<file path="src/rtl/round_robin_arb.sv">
// N-way round-robin arbiter with per-owner lock, bounded hold and registered one-hot/encoded grant.
// Optional weighted bursts are enabled by defining RR_WEIGHT_EN (adds parameter WT_W and input wt).
module round_robin_arb #(
    parameter int NREQ     = 8,
    parameter int HOLD_MAX = 16,
    parameter int ENCW     = $clog2(NREQ)
`ifdef RR_WEIGHT_EN
    ,
    parameter int WT_W     = 3
`endif
) (
    input  logic            clk,
    input  logic            rst,
    input  logic            ce,
    input  logic [NREQ-1:0] req,
    input  logic [NREQ-1:0] lock,
`ifdef RR_WEIGHT_EN
    input  logic [NREQ*WT_W-1:0] wt,
`endif
    output logic [NREQ-1:0] sel,
    output logic [ENCW-1:0] sel_enc,
    output logic            sel_vld,
    output logic            hold_expired
);

    localparam int HCW = (HOLD_MAX > 0) ? $clog2(HOLD_MAX + 1) : 1;

    logic [NREQ-1:0] sel_q, sel_d;
    logic [ENCW-1:0] sel_enc_q, sel_enc_d;
    logic            sel_vld_q, sel_vld_d;
    logic            hold_expired_q, hold_expired_d;
    logic [ENCW-1:0] ptr_q, ptr_d;
    logic [HCW-1:0]  hold_cnt_q, hold_cnt_d;

    logic            lock_own;
    logic            under_lim;
    logic            lock_held;
    logic            forced;
    logic            wt_held;
    logic [NREQ-1:0] req_eff;
    logic            found;
    int              win_idx;

`ifdef RR_WEIGHT_EN
    logic [WT_W-1:0] burst_cnt_q, burst_cnt_d;
    logic [WT_W-1:0] wt_own;

    // Unlocked owner keeps the grant for up to wt[k] extra cycles while it still requests.
    always_comb begin
        wt_own  = wt[int'(sel_enc_q)*WT_W +: WT_W];
        wt_held = sel_vld_q && !lock_own && |(req & sel_q) && (burst_cnt_q < wt_own);
    end
`else
    assign wt_held = 1'b0;
`endif

    // Lock ownership and the hold-limit decision for the current owner.
    always_comb begin
        lock_own  = sel_vld_q && |(lock & sel_q);
        under_lim = (HOLD_MAX == 0) || (int'(hold_cnt_q) < HOLD_MAX);
        lock_held = lock_own && under_lim;
        forced    = lock_own && !under_lim;
        req_eff   = forced ? (req & ~sel_q) : req;
    end

    // Circular search starting at ptr; the index wraps explicitly so any NREQ works.
    always_comb begin
        int idx;
        found   = 1'b0;
        win_idx = 0;
        idx     = 0;
        for (int i = 0; i < NREQ; i++) begin
            idx = int'(ptr_q) + i;
            if (idx >= NREQ) idx = idx - NREQ;
            if (!found && req_eff[idx]) begin
                found   = 1'b1;
                win_idx = idx;
            end
        end
    end

    always_comb begin
        int k;
        // NOTE: every _d gets a default before any branch so no path infers a latch.
        sel_d          = sel_q;
        sel_enc_d      = sel_enc_q;
        sel_vld_d      = sel_vld_q;
        ptr_d          = ptr_q;
        hold_cnt_d     = hold_cnt_q;
        hold_expired_d = 1'b0;
`ifdef RR_WEIGHT_EN
        burst_cnt_d    = burst_cnt_q;
`endif
        k              = found ? win_idx : int'(sel_enc_q);

        if (lock_held) begin
            if (HOLD_MAX != 0) hold_cnt_d = hold_cnt_q + HCW'(1);
        end else if (wt_held) begin
`ifdef RR_WEIGHT_EN
            burst_cnt_d = burst_cnt_q + WT_W'(1);
`endif
        end else if (found || forced) begin
            // A forced release with no competitor falls through to re-granting the owner.
            sel_d          = '0;
            sel_d[k]       = 1'b1;
            sel_enc_d      = ENCW'(k);
            sel_vld_d      = 1'b1;
            ptr_d          = ENCW'((k + 1) % NREQ);
            hold_cnt_d     = '0;
            hold_expired_d = forced && found;
`ifdef RR_WEIGHT_EN
            burst_cnt_d    = '0;
`endif
        end else begin
            sel_d     = '0;
            sel_enc_d = '0;
            sel_vld_d = 1'b0;
        end
    end

    // NOTE: sequential state uses non-blocking assignments so all registers update together.
    always_ff @(posedge clk or posedge rst) begin
        if (rst) begin
            sel_q          <= '0;
            sel_enc_q      <= '0;
            sel_vld_q      <= 1'b0;
            hold_expired_q <= 1'b0;
            ptr_q          <= '0;
            hold_cnt_q     <= '0;
`ifdef RR_WEIGHT_EN
            burst_cnt_q    <= '0;
`endif
        end else begin
            // The expiry pulse drops on every edge, even while ce holds the rest frozen.
            hold_expired_q <= 1'b0;
            if (ce) begin
                sel_q          <= sel_d;
                sel_enc_q      <= sel_enc_d;
                sel_vld_q      <= sel_vld_d;
                hold_expired_q <= hold_expired_d;
                ptr_q          <= ptr_d;
                hold_cnt_q     <= hold_cnt_d;
`ifdef RR_WEIGHT_EN
                burst_cnt_q    <= burst_cnt_d;
`endif
            end
        end
    end

    assign sel          = sel_q;
    assign sel_enc      = sel_enc_q;
    assign sel_vld      = sel_vld_q;
    assign hold_expired = hold_expired_q;

endmodule

</file>
<file path="config.mk">
export PLATFORM = sky130hd
export DESIGN_NAME = round_robin_arb
export DESIGN_NICKNAME = d
export VERILOG_FILES = /design/src/rtl/round_robin_arb.sv
export SDC_FILE = /design/constraint.sdc
export NUM_CORES = 1
export LEC_CHECK = 0
export ABC_CLOCK_PERIOD_IN_PS = 3700
export CORE_MARGIN = 3
export CORE_UTILIZATION = 51
export DETAILED_ROUTE_END_ITERATION = 6
export PLACE_DENSITY = 0.78
export SYNTH_ARGS = -nofsm -noshare
export SYNTH_HDL_FRONTEND = slang
export SYNTH_SLANG_ARGS = --single-unit
export TNS_END_PERCENT = 20
</file>
<file path="constraint.sdc">
create_clock -name clk -period 3.7 [get_ports clk]
set_input_delay 0.37 -clock clk [delete_from_list [all_inputs] [get_ports clk]]
set_output_delay 0.37 -clock clk [all_outputs]
set_load 0.05 [all_outputs]
</file>
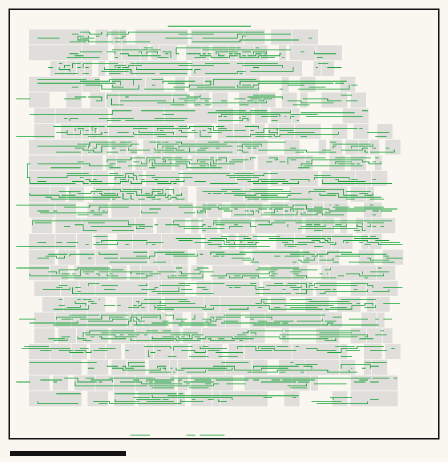
Fig. 1. Met1 routing.
Scale bar: 20 um. Cells faint in the background.
353 nets have wire on it. The layer carries 3,540 um of wire. The layer holds 41% of the routed length.

==> deck_impl_summary.md <==
Physical Implementation Snapshot

Pwr
  • P_sw: slightly below 2 mW
  • Leakage: roughly 1.6 nW
  • Sw Share: around 52%
  • Peak VDD IR: 0.828 mV
  • Logic pwr share: approximately 86%
  • Reg power frac: slightly below 10%
  • Internal power: 1.85 mW
  • Cell area power density: between 1000 and 1500 nW/um2

Global route
  • Global-route congestion overflow total: 0
  • Vias in the first global route: 2,618
  • Pin count of the biggest net entering global routing: 22
  • First-pass GRT wire length: between 10,000 and 15,000 um

Cells and area
  • Most frequent cells in the layout: buf_4, nand2_1, clkdlybuf4s50_1, dfrtp_1, mux4_2
  • Top cell excl fill/tap: buf_4
  • Fin cells: slightly above 400
  • Diodes inserted: 0
  • Post-route cell area: between 3000 and 4000 um2
  • Fraction of layout cells with a size suffix above 1: roughly two fifths
  • Final Util: between 70% and 80%

Synth
  • Top cells, area: dfrtp_1, mux4_2, nand2_1, ha_1, mux2i_1
  • Nets at Floorplan: 282
  • Predominant post-synthesis flop cell: dfrtp_1
  • Flops & latches, synth: 21
  • Yosys Chip Area: approximately 2400 um2
  • Post-synth EDFFs: 0
  • Post-synthesis cell count: between 200 and 300
  • Cell taking the most area after synthesis: dfrtp_1
  • YS warnings: 0
  • Yosys cell types: around 64
  • Yosys cell count: 254

Die
  • Site row count: 24
  • Die ar.: about 5500 um2
  • Initial core utilization: a little over half
  • I/O pins: 32
  • Die width: 74.0 um

Setup path
  • R2R Path Start: sel[1]$_DFFE_PP0P_
  • Worst reg-to-reg path cell count: 14
  • R2R Path End: sel[6]$_DFFE_PP0P_
  • Max stage delay cell, worst path: clkdlybuf4s50_1
  • CP top delay family: AND-OR/OR-AND gates
  • Crit-path max FO: 7
  • Worst Setup End Kind: flip-flop
  • Worst setup path class: input port to flip-flop
  • Critical path startpoint category: input port
  • Arrival @ worst endpoint: around 3.8 ns
  • CP Buf/Inv Count: 3
  • CP Cell Sequence: clkdlybuf4s50_1, a22o_1, o41a_1, buf_6, a21boi_4, buf_4, mux4_2, mux2_2, and4b_2, nand2_2, o311ai_4, nor2_2, a32o_1
  • Worst R2R Setup Slack: around 0.080 ns
  • Required time of the critical path: around 3.8 ns
  • Max incr delay on CP: 0.46 ns

Placement
  • Routability Congestion: roughly 0.95
  • HPWL after DPL: ~6500 um
  • DP Area: roughly 3200 um2
  • Port Buf Inserts: 31

STA
  • Normalized max-slew margin: a little under half
  • Hold slack: about 0.5 ns
  • Final worst slack: roughly 0.058 ns
  • Minimum clock period: 3.64 ns
  • Setup Skew: 0.00540 ns
  • Pins Over Slew Limit: 0
  • RSZ-0062 raised after global routing: yes
  • Pin slew with the least headroom to its limit: about 0.82 ns
  • Fin. Hold Viols: 0
  • Fmax: approximately 270 MHz

Route
  • Via density: slightly below 7
  • Final ANT Viol Nets: 0
  • TritonRoute pass-1 iters: 5
  • Average wire per standard cell: roughly 21 um
  • Vias: 2,726
  • Routed wire length: between 8000 and 9000 um

Flow run
  • Maxcap violations: 0
  • OpenROAD warning count: 33

Status
  • Status: finished clean

Clock network
  • Root buffer cell: clkbuf_8
  • Clock-pin slew of the registers on the worst-case setup and hold paths: roughly 0.08 ns
  • Clock sink count: 21
  • H-tree levels: 1
  • Longest Clk Path Bufs: 2

Min path
  • Hold Crit Start: hold_cnt_q[1]$_DFFE_PP0P_
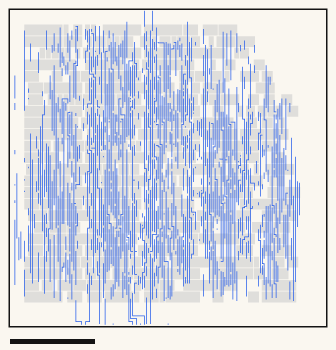
Fig. 2. Metal 2.
Scale bar: 20 um. Cells faint in the background.
346 nets have wire on it. The wires run mostly vertical. The layer holds 49% of the routed length.

-- cell type report --
cell class / instances / area, um2 / share of cell area, %
Multi-Input combinational cell: 210 / 1950 / 55.7
Timing Repair Buffer: 103 / 867 / 24.7
Sequential cell: 21 / 526 / 15.0
Tap cell: 52 / 65.1 / 1.86
Inverter: 13 / 48.8 / 1.39
Clock buffer: 3 / 41.3 / 1.18
Clock inverter: 1 / 5.00 / 0.143
-- tightest hold or removal path: cells and delay by family, from the launching register on --
family / cells / cell delay, ns
flip-flops: 1 / 0.37
AND/OR/NAND/NOR: 2 / 0.11
-- power by group through the flow --
stage | clock network (mW) | registers [mW] | logic (mW)
detailed placement | 0 | 0.377 | 2.91
floorplan | 0 | 0.505 | 1.72
CTS | 0.152 | 0.373 | 3.03
finish | 0.151 | 0.378 | 3.29
global placement | 0 | 0.377 | 2.85
global route | 0.161 | 0.384 | 3.49
-- per-layer routing --
layer  part of all wire [%]  global-route usage (%)  up-vias
met5                      0                       0        -
met4                    3.8                    12.5        0
met3                    6.5                    3.24       31
met2                     49                    54.3      171
met1                     41                    42.4     1331
li1                       -                       -     1193
-- repair_timing --
action / in CTS / in global routing
hold endpoints to repair: 0 / 0
hold buffers: 0 / 0
setup endpoints to repair: 12 / 17
resized: 22 / 28
pin swaps: 7 / 14
buffers inserted: 3 / 1
-- cell families (layout without fill, tap and decap cells) --
family,after synthesis,after routing,synth area share [%]
compound gates,81,81,27.6
xor+xnor,4,4,1.48
flops,21,21,22.3
mux,29,29,22.2
buf+inv,23,120,4.08
simple gates,87,87,17.7
fa+ha+maj,9,9,4.77
-- worst max path at each step --
stage	end	start
after global placement	ptr_q[2]$_DFFE_PP0P_	lock[1]
after global routing	sel[6]$_DFFE_PP0P_	lock[6]
after CTS	ptr_q[2]$_DFFE_PP0P_	lock[7]
final	sel[6]$_DFFE_PP0P_	lock[4]
after detailed placement	ptr_q[2]$_DFFE_PP0P_	lock[1]
after floorplan	ptr_q[2]$_DFFE_PP0P_	sel[5]$_DFFE_PP0P_
-- registers in the layout, indices dropped and copies added (netlist names) --
name and count:
hold_cnt_q 5, hold_expired 1, ptr_q 3, sel 8
sel_enc 3, sel_vld 1
-- cells in the mapped netlist, types with 2 or more instances --
library cell,count
o21ai_1,3
mux2_2,3
a21boi_1,7
a22o_1,8
a21oi_2,2
nand4_1,3
nand2b_1,2
a31oi_1,2
clkbuf_1,7
a31o_2,2
nand3_1,7
nor2b_1,3
and2_1,6
o221ai_1,2
dfrtp_1,21
mux4_2,17
o311ai_0,2
nand2_1,35
o21ai_0,7
nor2_1,14
o21a_1,2
or2_2,3
a21o_1,3
xor2_1,3
a32o_1,4
o41ai_1,5
mux2i_1,8
o211ai_1,5
nor3_1,5
clkinv_1,2
a22oi_1,2
inv_1,11
ha_1,9
buf_2,2
a211oi_1,3
o22ai_1,2
a21oi_1,5
Power figures rest on the tool's default switching activity, not on a simulated workload.
